==> run_1/floorplan.png <==
Scale bar: 20 um. Pins as bars on the die edge.
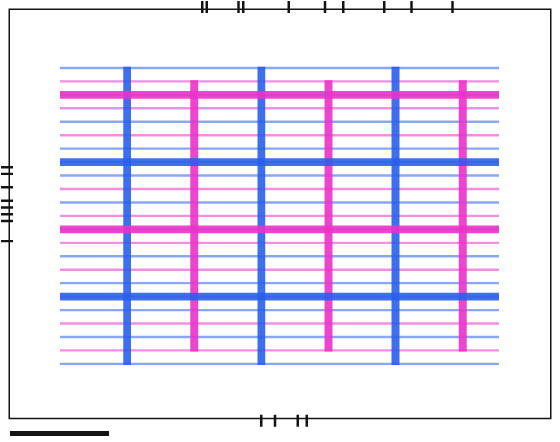
==> run_1/class_map.png <==
Scale bar: 20 um.
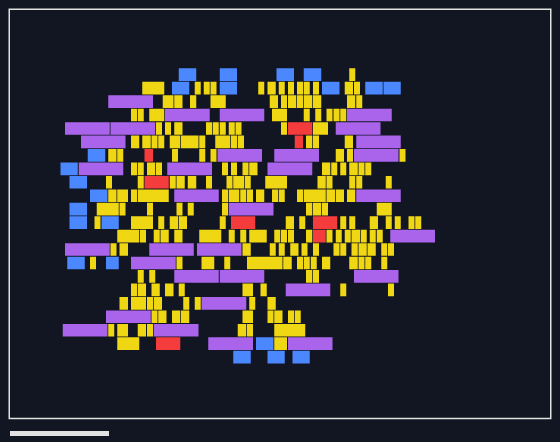
==> run_1/clock_wires.png <==
Scale bar: 20 um.
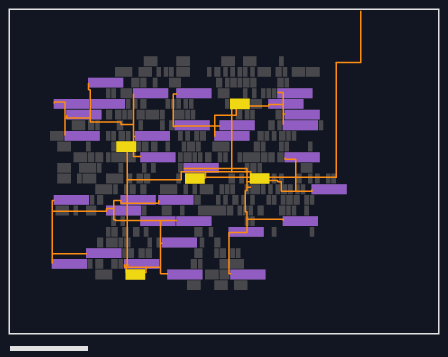
`src/rtl/cell_bist_ctrl.sv`:
```
// cell_bist_ctrl: exhaustive BIST sequencer for a single combinational library cell.
// Each pattern is applied to the cell, held for SETTLE cycles, then the cell output
// is compared with the expected truth table TT. Results are kept as sticky
// pass/fail flags, a per-pattern failure map and a saturating error count.
// Optional build macro CELL_BIST_STOP_ON_FAIL_EN: the first mismatch ends the run
// at once, leaving drv on the failing pattern.
module cell_bist_ctrl #(
  parameter int                   N_IN   = 2,
  parameter logic [(1<<N_IN)-1:0] TT     = 4'b0001,
  parameter int                   SETTLE = 2,
  parameter int                   ITER   = 1
) (
  input  logic                   clk,
  input  logic                   rst,
  input  logic                   start,
  output logic [N_IN-1:0]        drv,
  input  logic                   obs,
  output logic                   busy,
  output logic                   done,
  output logic                   pass,
  output logic                   fail,
  output logic [(1<<N_IN)-1:0]   fail_vec,
  output logic [7:0]             err_cnt
);

  localparam int NP = 1 << N_IN;

  typedef enum logic [2:0] {
    ST_IDLE   = 3'd0,
    ST_APPLY  = 3'd1,
    ST_SETTLE = 3'd2,
    ST_SAMPLE = 3'd3,
    ST_DONE   = 3'd4
  } state_t;

  state_t          state_r, next_s;
  logic [N_IN-1:0] pat_r, pat_s;
  logic [7:0]      iter_r, iter_s;
  logic [3:0]      cnt_r, cnt_s;
  logic            busy_r, busy_s;
  logic            done_r, done_s;
  logic            pass_r, pass_s;
  logic            fail_r, fail_s;
  logic [NP-1:0]   fvec_r, fvec_s;
  logic [7:0]      err_r, err_s;
  logic            mismatch_s, last_pat_s, last_iter_s, sat_s;

  // Decode the compare result and the end-of-sweep / end-of-run conditions.
  always_comb begin
    mismatch_s  = (state_r == ST_SAMPLE) && (obs != TT[pat_r]);
    last_pat_s  = (pat_r == {N_IN{1'b1}});
    last_iter_s = (iter_r == 8'(ITER - 1));
    sat_s       = (err_r == 8'hFF);
  end

  // State register.
  always_ff @(posedge clk or posedge rst) begin
    if (rst) begin
      state_r <= ST_IDLE;
    end else begin
      state_r <= next_s;
    end
  end

  // Next-state logic of the sequencer.
  always_comb begin
    next_s = state_r;
    case (state_r)
      ST_IDLE: begin
        if (start) next_s = ST_APPLY;
        else       next_s = ST_IDLE;
      end
      ST_APPLY: begin
        if (SETTLE != 0) next_s = ST_SETTLE;
        else             next_s = ST_SAMPLE;
      end
      ST_SETTLE: begin
        if (cnt_r == 4'd0) next_s = ST_SAMPLE;
        else               next_s = ST_SETTLE;
      end
      ST_SAMPLE: begin
`ifdef CELL_BIST_STOP_ON_FAIL_EN
        if (mismatch_s)        next_s = ST_DONE;
        else if (!last_pat_s)  next_s = ST_APPLY;
        else if (!last_iter_s) next_s = ST_APPLY;
        else                   next_s = ST_DONE;
`else
        if (!last_pat_s)       next_s = ST_APPLY;
        else if (!last_iter_s) next_s = ST_APPLY;
        else                   next_s = ST_DONE;
`endif
      end
      ST_DONE: next_s = ST_IDLE;
      default: next_s = ST_IDLE;
    endcase
  end

  // Next values of counters and result flags, keyed on the current state and transition.
  always_comb begin
    pat_s  = pat_r;
    iter_s = iter_r;
    cnt_s  = cnt_r;
    busy_s = busy_r;
    done_s = done_r;
    pass_s = pass_r;
    fail_s = fail_r;
    fvec_s = fvec_r;
    err_s  = err_r;
    case (state_r)
      ST_IDLE: begin
        if (start) begin
          pat_s  = {N_IN{1'b0}};
          iter_s = 8'd0;
          busy_s = 1'b1;
          done_s = 1'b0;
          pass_s = 1'b0;
          fail_s = 1'b0;
          fvec_s = {NP{1'b0}};
          err_s  = 8'd0;
        end else begin
          busy_s = 1'b0;
        end
      end
      ST_APPLY: begin
        if (SETTLE != 0) cnt_s = 4'(SETTLE - 1);
        else             cnt_s = 4'd0;
      end
      ST_SETTLE: begin
        if (cnt_r != 4'd0) cnt_s = cnt_r - 4'd1;
        else               cnt_s = 4'd0;
      end
      ST_SAMPLE: begin
        if (mismatch_s) begin
          fvec_s[pat_r] = 1'b1;
          fail_s        = 1'b1;
          if (!sat_s) err_s = err_r + 8'd1;
          else        err_s = err_r;
        end else begin
          fvec_s = fvec_r;
        end
        if (next_s == ST_APPLY) begin
          if (!last_pat_s) begin
            pat_s = pat_r + N_IN'(1);
          end else begin
            pat_s  = {N_IN{1'b0}};
            iter_s = iter_r + 8'd1;
          end
        end else if (next_s == ST_DONE) begin
          // pass reflects the whole run, including this final compare.
          done_s = 1'b1;
          pass_s = !fail_s;
        end else begin
          done_s = 1'b0;
        end
      end
      ST_DONE: begin
        busy_s = 1'b0;
        done_s = 1'b0;
      end
      default: begin
        busy_s = 1'b0;
        done_s = 1'b0;
      end
    endcase
  end

  // Datapath and output registers; reset clears everything immediately.
  always_ff @(posedge clk or posedge rst) begin
    if (rst) begin
      pat_r  <= {N_IN{1'b0}};
      iter_r <= 8'd0;
      cnt_r  <= 4'd0;
      busy_r <= 1'b0;
      done_r <= 1'b0;
      pass_r <= 1'b0;
      fail_r <= 1'b0;
      fvec_r <= {NP{1'b0}};
      err_r  <= 8'd0;
    end else begin
      pat_r  <= pat_s;
      iter_r <= iter_s;
      cnt_r  <= cnt_s;
      busy_r <= busy_s;
      done_r <= done_s;
      pass_r <= pass_s;
      fail_r <= fail_s;
      fvec_r <= fvec_s;
      err_r  <= err_s;
    end
  end

  assign drv      = pat_r;
  assign busy     = busy_r;
  assign done     = done_r;
  assign pass     = pass_r;
  assign fail     = fail_r;
  assign fail_vec = fvec_r;
  assign err_cnt  = err_r;

endmodule

```
`config.mk`:
```
export PLATFORM = sky130hd
export DESIGN_NAME = cell_bist_ctrl
export DESIGN_NICKNAME = d
export VERILOG_FILES = /design/src/rtl/cell_bist_ctrl.sv
export SDC_FILE = /design/constraint.sdc
export NUM_CORES = 1
export LEC_CHECK = 0
export ABC_AREA = 1
export CORE_ASPECT_RATIO = 0.7
export CORE_MARGIN = 10
export CORE_UTILIZATION = 35
export DETAILED_ROUTE_END_ITERATION = 6
export GPL_ROUTABILITY_DRIVEN = 0
export PLACE_DENSITY = 0.66
export SETUP_SLACK_MARGIN = 0.02
export SLEW_MARGIN = 20
export SYNTH_ARGS = -nofsm -noshare
export SYNTH_HDL_FRONTEND = slang
export SYNTH_SLANG_ARGS = --single-unit
```
`constraint.sdc`:
```
create_clock -name clk -period 2.7 [get_ports clk]
set_input_delay 0.54 -clock clk [delete_from_list [all_inputs] [get_ports clk]]
set_output_delay 0.54 -clock clk [all_outputs]
set_load 0.03 [all_outputs]
```
==> impl_metrics.toml, run 1 <==
# yosys + openroad results
[outcome]
status = "complete, no violations"

[layout]
final_cells = 359
area_delta_synth_final_pct = 18.9
lay_top_count = "nand2_1"
final_cell_mix = "nand2_1 (80), dfrtp_1 (33), inv_1 (32), nand3_1 (32), nor2_1 (24)"
antennaDiodeCount = 0

[route]
dr.first_iter.drc_count = 74
dr.pass1.iters = 4
vias_per_cell = 4.62

[clock_tree]
post_cts.repair.setup_buffers = 0
cts_tree = "built"
cts_resized = 0
cts_buffer_depth = 2

[placed_design]
io_buffers = 21
dp.cells = 351
dp_hpwl_um = 3030

[setup_path]
slowest_stage = "clkdlybuf4s50_1"
reg2reg_to = "iter_r[5]$_DFFE_PP0P_"
rr_startpoint = "iter_r[0]$_DFFE_PP0P_"
worstRegToRegCells = 9

[yosys]
floorplan.nets = 273
synthTopCellsByCount = "nand2_1 (80), dfrtp_1 (33), inv_1 (32), nand3_1 (32), nor2_1 (24)"
ff_type = "dfrtp_1"
netlist-cell-type-count = 27
most_common_cell = "nand2_1"
async_flop_share_pct = 100
synth_top_cell_by_area = "dfrtp_1"
syn_area_um2 = 1950

[timing]
tns_ps = 0
worst_pin_slew_ps = 436
final_hold_viol_count = 0
slew_viol_final = 0
slew_headroom_pct = 71.0
timing.final.crit_share_pct = 73.3
setup_violations = 0

[grt]
grt_max_degree = 34

[worst_hold_path]
holdPathEnd = "done$_DFFE_PP0P_"

[floorplan]
fp_util_pct = 36.7
io_pins = 22

[job]
cap_violations = 0

[pwr]
finalPower_uw = 2030
Back to the opening pictures, floorplan.png:
color	net
blue	VSS
magenta	VDD
met5 straps	4
met1 rails	23
Die W: 109 um
Die Height: 82.4 um
VDD IR-drop max: 0.499 mV

Back to the opening pictures, class_map.png:
color	class	cells	share of their area
blue	remaining buffers and delay cells	22	9.8%
red	clock drivers and dummy loads	8	3.9%
purple	registers	33	37%
yellow	remaining logic cells	224	49%
Final Cell Area: 2320 um^2
Core Area: 5310 um^2
row count: 22

Back to the opening pictures, clock_wires.png:
[orange] clock wires | length: 492 um
[yellow] clock-net drivers | count: 5
[purple] flip-flops | count: 33
routed clock nets	6
Clock Latency Late Sink: 290 ps
Clock Skews: 7.86 ps

-- run 1: routing by layer --
layer,wire (um),track usage (%)
met1,2070,12.5
met2,1770,14.6
met3,202,3.56
met4,76,4.66
met5,0,0
-- run 1: metrics by stage --
| stage | hold WS (ps) | setup slack [ps] | instance area [um^2] |
|---|---|---|---|
| floorplan | 473 | 977 | 1950 |
| global placement | 471 | 797 | 2230 |
| detailed placement | 473 | 773 | 2230 |
| CTS | 494 | 709 | 2320 |
| global route | 518 | 646 | 2320 |
| finish | 490 | 722 | 2320 |
-- run 1: layout make-up --
cell class                      instances  area, um^2
Tap cell                               72        90.1
Clock buffer                            5        68.8
Fill cell                             537        3000
Sequential cell                        33         826
Timing Repair Buffer                   22         218
Inverter                               36         135
Clock inverter                          3        17.5
Multi-Input combinational cell        188         962
-- run 1: logic make-up (layout without fill, tap and decap cells) --
logic type | count (synthesis) | after routing | share of synthesized area (%)
buffers and inverters | 40 | 66 | 8.28
adder cells (fa/ha/maj) | 8 | 8 | 5.13
AND/OR/NAND/NOR | 151 | 151 | 35.2
XOR/XNOR | 4 | 4 | 1.80
AND-OR/OR-AND | 25 | 25 | 7.19
flip-flops | 33 | 33 | 42.4
-- run 1: worst max-delay path by stage --
stage,start,to,depth (start not counted)
global route,drv[0]$_DFFE_PP0P_,drv[0],1
CTS,err_cnt[4]$_DFFE_PP0P_,err_cnt[4],1
floorplan,drv[0]$_DFFE_PP0P_,err_cnt[5]$_DFFE_PP0P_,9
global placement,start,err_cnt[2]$_DFFE_PP0P_,6
detailed placement,start,err_cnt[7]$_DFFE_PP0P_,6
finish,err_cnt[4]$_DFFE_PP0P_,err_cnt[4],1
-- run 1: report_power, final --
group,total (uW),switching (uW),internal [uW]
combinational,945,616,329
clock,366,189,178
sequential,718,103,615
==> run_1/layers.png <==
Two of the layers only.
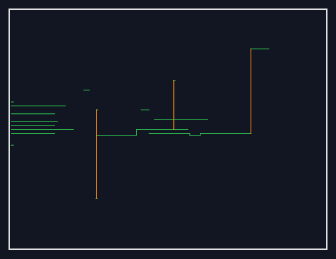

## Run 2: what changed since run 1
--- a/config.mk
+++ b/config.mk
@@ -11,7 +11,7 @@
 export CORE_UTILIZATION = 35
 export DETAILED_ROUTE_END_ITERATION = 6
 export GPL_ROUTABILITY_DRIVEN = 0
-export PLACE_DENSITY = 0.66
+export PLACE_DENSITY = 0.68
 export SETUP_SLACK_MARGIN = 0.02
 export SLEW_MARGIN = 20
 export SYNTH_ARGS = -nofsm -noshare
==> constraint.sdc (replaced) <==
create_clock -name clk -period 1.7 [get_ports clk]
set_input_delay 0.34 -clock clk [delete_from_list [all_inputs] [get_ports clk]]
set_output_delay 0.34 -clock clk [all_outputs]
set_load 0.03 [all_outputs]
==> run_2/layers.png <==
Two of the layers only.
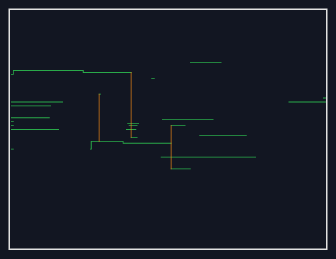
color	layer	wire length
green	M3	252 um
orange	M4	53.7 um
final wirelength: 4510 um
Tot GR Track Use: 10.8%
via count: 1,714

==> run_2/placed.png <==
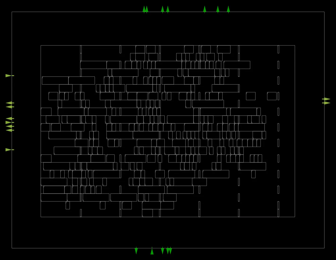
fin cells: 369
final core utilization: 45.8%
fraction of area in registers: 34.0%

==> run_2/floorplan.png <==
Scale bar: 20 um. Pins as bars on the die edge.
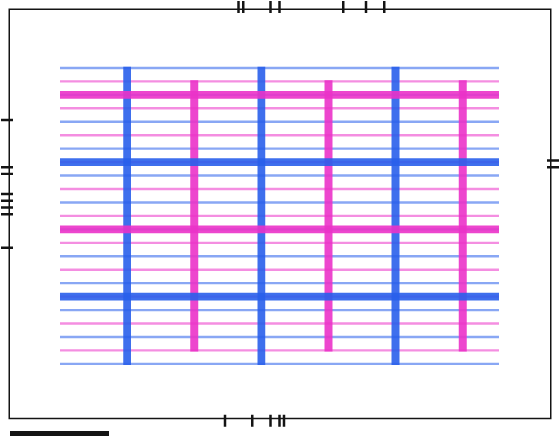
color	net
blue	VSS
magenta	VDD
met5 straps	4
rows	22
signal pins	22
VDD IR-drop max: 0.737 mV

==> run 2 against run 1 <==
Setup slack got worse by 580 ps. Routed wire length rose by 9.3%. Combinational power grew 68%. Critical path type is now reg -> reg. Core utilization rose by 2.2 points. Global-route usage rose by 1.0 points. Die area did not move. Largest cell class unchanged. Clock power increased by 99%. Sequential share of layout area down 1.7 points.
==> impl_metrics.toml, run 2 <==
# yosys + openroad results
[outcome]
status = "complete, no violations"

[floorplan]
taps = 72
num_rows = 22

[job]
cap_violations = 0

[timing]
skew_ps = 6.43
slew_viol_final = 0

[yosys]
synth.cellmix.compoundShare_pct = 7.19
synth_top_cell_by_area = "dfrtp_1"
async_flop_share_pct = 100
floorplan.nets = 273
ys_sh_mux_pct = 0
ys_sh_simple_pct = 35.2
synthAdderAreaFrac_pct = 5.13

[layout]
num-fill-cells = 528
antennaDiodeCount = 0
buf_share_pct = 12.1
ff_count = 33
final-clk-cell-share_pct = 4.42
comb_area_share_pct = 40.3
lay_top_count = "nand2_1"
dominant_cells = "combinational gates"
inverters_excl_clock = 36
area_delta_synth_final_pct = 24.9
regArea_um2 = 827

[placed_design]
io_buffers = 21
dp.cells = 360

[clock_tree]
insertion_delay_ps = 290
cts_buffer_depth = 2
cts_tree = "built"

[route]
top_layer = "met4"
wl_met1_um = 2260
wl_met3_um = 252
dr.pass1.iters = 4

[grt]
met1_usage_pct = 14.8
busiest_layer = "met2"
run 2: cell counts after synthesis:
Identical to the previous run, type by type.
run 2: power by group:
group / switching, uW / internal, uW
logic: 1060 / 537
clock network: 294 / 435
registers: 146 / 979
run 2: worst max-delay path, stage by stage, from the launching register on:
cell,delay [ps]
dfrtp_2,400
inv_1,90
ha_1,230
or2_1,270
nand3_4,120
nand2_2,110
nand2_4,140
o21ai_1,80
run 2: through the flow:
| stage | util, % | instance area (um^2) | total power, uW |
|---|---|---|---|
| floorplan | - | 1950 | 2230 |
| global placement | 43.5 | 2310 | 2730 |
| detailed placement | 43.5 | 2310 | 2770 |
| CTS | 45.2 | 2400 | 3460 |
| global route | 45.8 | 2430 | 3760 |
| finish | 45.8 | 2430 | 3450 |
run 2: final timing paths:
kind | start | slack, ps | end | depth (start not counted)
min in group clk | done$_DFFE_PP0P_ | 470 | done$_DFFE_PP0P_ | 2
hold reg to reg | done$_DFFE_PP0P_ | 470 | done$_DFFE_PP0P_ | 2
hold / removal | rst | 400 | cnt_r[1]$_DFFE_PP0P_ | 3
setup reg to reg | drv[0]$_DFFE_PP0P_ | 150 | err_cnt[7]$_DFFE_PP0P_ | 7
max in group asynchronous | rst | 1110 | iter_r[4]$_DFFE_PP0P_ | 3
setup / recovery | drv[0]$_DFFE_PP0P_ | 150 | err_cnt[7]$_DFFE_PP0P_ | 7
run 2: repair_timing:
action | CTS | global route
hold buffers | 0 | 0
setup endpoints to repair | 13 | 13
gates cloned | 0 | 1
hold endpoints to repair | 0 | 0
pin swaps | 0 | 1
resized | 13 | 8
run 2: cell families after synthesis:
group	count (synthesis)
flops	33
fa+ha+maj	8
buf+inv	40
compound gates	25
xor+xnor	4
simple gates	151
==> run_2/class_map.png <==
Scale bar: 20 um.
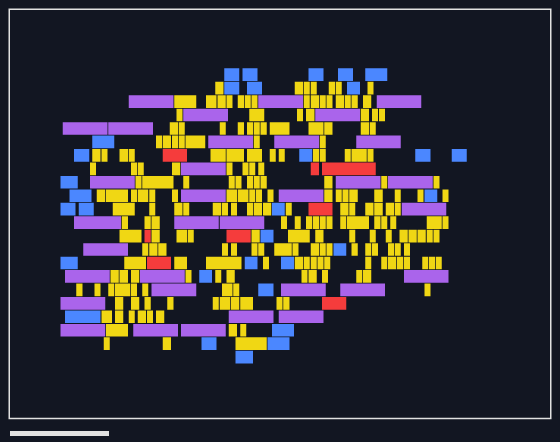

## Run 3: what changed since run 2
--- a/config.mk
+++ b/config.mk
@@ -8,12 +8,13 @@
 export ABC_AREA = 1
 export CORE_ASPECT_RATIO = 0.7
 export CORE_MARGIN = 10
-export CORE_UTILIZATION = 35
+export CORE_UTILIZATION = 25
 export DETAILED_ROUTE_END_ITERATION = 6
 export GPL_ROUTABILITY_DRIVEN = 0
-export PLACE_DENSITY = 0.68
+export PLACE_DENSITY_LB_ADDON = 0.1
 export SETUP_SLACK_MARGIN = 0.02
 export SLEW_MARGIN = 20
 export SYNTH_ARGS = -nofsm -noshare
 export SYNTH_HDL_FRONTEND = slang
 export SYNTH_SLANG_ARGS = --single-unit
+export TNS_END_PERCENT = 20
==> run_3/class_map.png <==
Scale bar: 50 um.
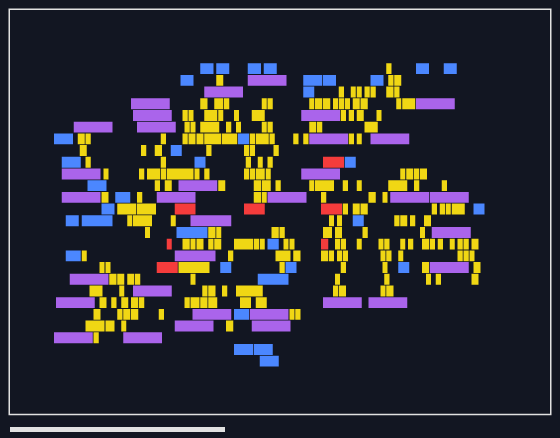
color	class	cells	share of their area
purple	registers	33	35%
blue	remaining buffers and delay cells	35	15%
yellow	remaining logic cells	224	47%
red	clock drivers and dummy loads	7	3.3%
Final Cell Area: 2490 um^2
row count: 26
fraction of area in registers: 33.2%
final core utilization: 33.5%

==> run_3/floorplan.png <==
Scale bar: 50 um. Pins as bars on the die edge.
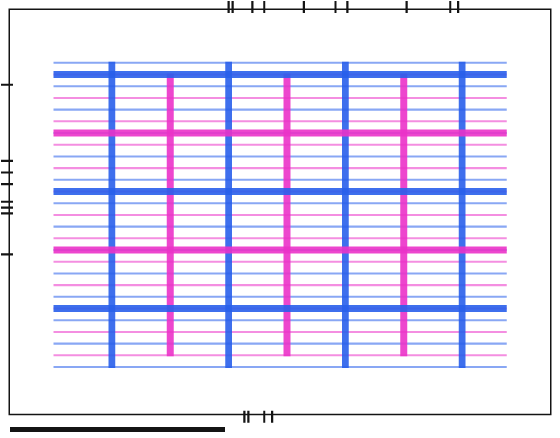
color	net
blue	VSS
magenta	VDD
met1 rails	27
met5 straps	5
rows	26
met4 straps	7
signal pins	22
Die W: 126 um
Die Height: 93.9 um
VDD IR-drop max: 0.564 mV
Core Area: 7450 um^2

==> run_3/layers.png <==
Two of the layers only.
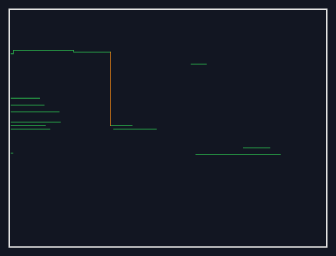
color	layer	wire length
green	M3	210 um
orange	M4	29.2 um
final wirelength: 4910 um
WL per Instance: 12.4 um

==> run 3 against run 2 <==
Setup slack better by 35 ps. Non-clock buffer count up 4. Maximum frequency up 2.3%. Routed wire length up 8.9%. Critical path type unchanged. Critical endpoint is now fail_vec[3]$_DFFE_PP0P_. Highest routed layer unchanged.
==> impl_metrics.toml, run 3 <==
# yosys + openroad results
[placed_design]
io_buffers = 21
dpl_cell_area_um2 = 2400
dp.cells = 390
dp_slack_ps = 76.5

[route]
dr_total_vias = 1662
dr.pass1.iters = 4

[yosys]
async_flop_share_pct = 100
synth_cells = 261
ff_type = "dfrtp_1"
synth_top_cell_by_area = "dfrtp_1"

[timing]
slew_viol_final = 0
skew_ps = 4.84

[pwr]
power_frac_seq_pct = 34.1
comb_power_share_pct = 49.4
p_comb_uw = 1640
power_leader = "combinational cells"
switching_share_pct = 44.5
p_sw_uw = 1480
finalPower_uw = 3320
power.internal_uw = 1840
p_seq_uw = 1130

[setup_path]
crit_path_start_kind = "register"
startpoint = "drv[0]$_DFFE_PP0P_"
rr_startpoint = "drv[0]$_DFFE_PP0P_"
worstPathRequired_ps = 1870

[clock_tree]
insertion_delay_ps = 270
cts_buffer_depth = 2
cts_tree = "built"

[layout]
lay_top_count = "nand2_1"
area_delta_synth_final_pct = 27.9

[job]
cap_violations = 0

[grt]
grt_use_total_pct = 8.80

[outcome]
status = "complete, no violations"
[run 3: cell families (layout without fill, tap and decap cells)]
| group | Yosys count | after routing | share of synthesized area, % |
|---|---|---|---|
| AOI/OAI and AO/OA | 25 | 25 | 7.19 |
| xor gates and xnor gates | 4 | 4 | 1.80 |
| adders and majority gates | 8 | 8 | 5.13 |
| buffers and inverters | 40 | 78 | 8.28 |
| DFF | 33 | 33 | 42.4 |
| and+or+nand+nor | 151 | 151 | 35.2 |
[run 3: final timing paths]
path	endpoint	slack, ps	cells after the start
setup / recovery	fail_vec[3]$_DFFE_PP0P_	180	7
hold / removal	cnt_r[0]$_DFFE_PP0P_	340	2
setup reg to reg	fail_vec[3]$_DFFE_PP0P_	180	7
hold reg to reg	done$_DFFE_PP0P_	480	2
max in group asynchronous	err_cnt[2]$_DFFE_PP0P_	930	3
min in group clk	done$_DFFE_PP0P_	480	2
[run 3: critical path: stages (launching register included)]
cell	delay, ps
dfrtp_2	410
inv_1	90
ha_1	230
or2_4	270
nand3_4	70
buf_4	130
nor2_1	60
o21a_1	160
[run 3: final cells by class]
type                            instances  area, um^2
Fill cell                             807        4960
Multi-Input combinational cell        188         972
Sequential cell                        33         828
Timing Repair Buffer                   35         357
Inverter                               36         135
Tap cell                               98         123
Clock buffer                            6        72.6
Clock inverter                          1        5.00
[run 3: per-layer routing]
metal / vias to the layer above / routed length (um) / track usage [%]
met3: 2 / 209 / 2.82
met4: 0 / 29 / 2.58
met1: 744 / 2710 / 12.6
met5: - / 0 / 0
met2: 16 / 1960 / 12.1
li1: 900 / - / -
[run 3: timing repair]
item / in CTS / in global routing
resized: 11 / 11
endpoints found under the setup margin: 11 / 23
buffers inserted: 0 / 0
No activity file was given, so power comes from the tool's default toggle rates.
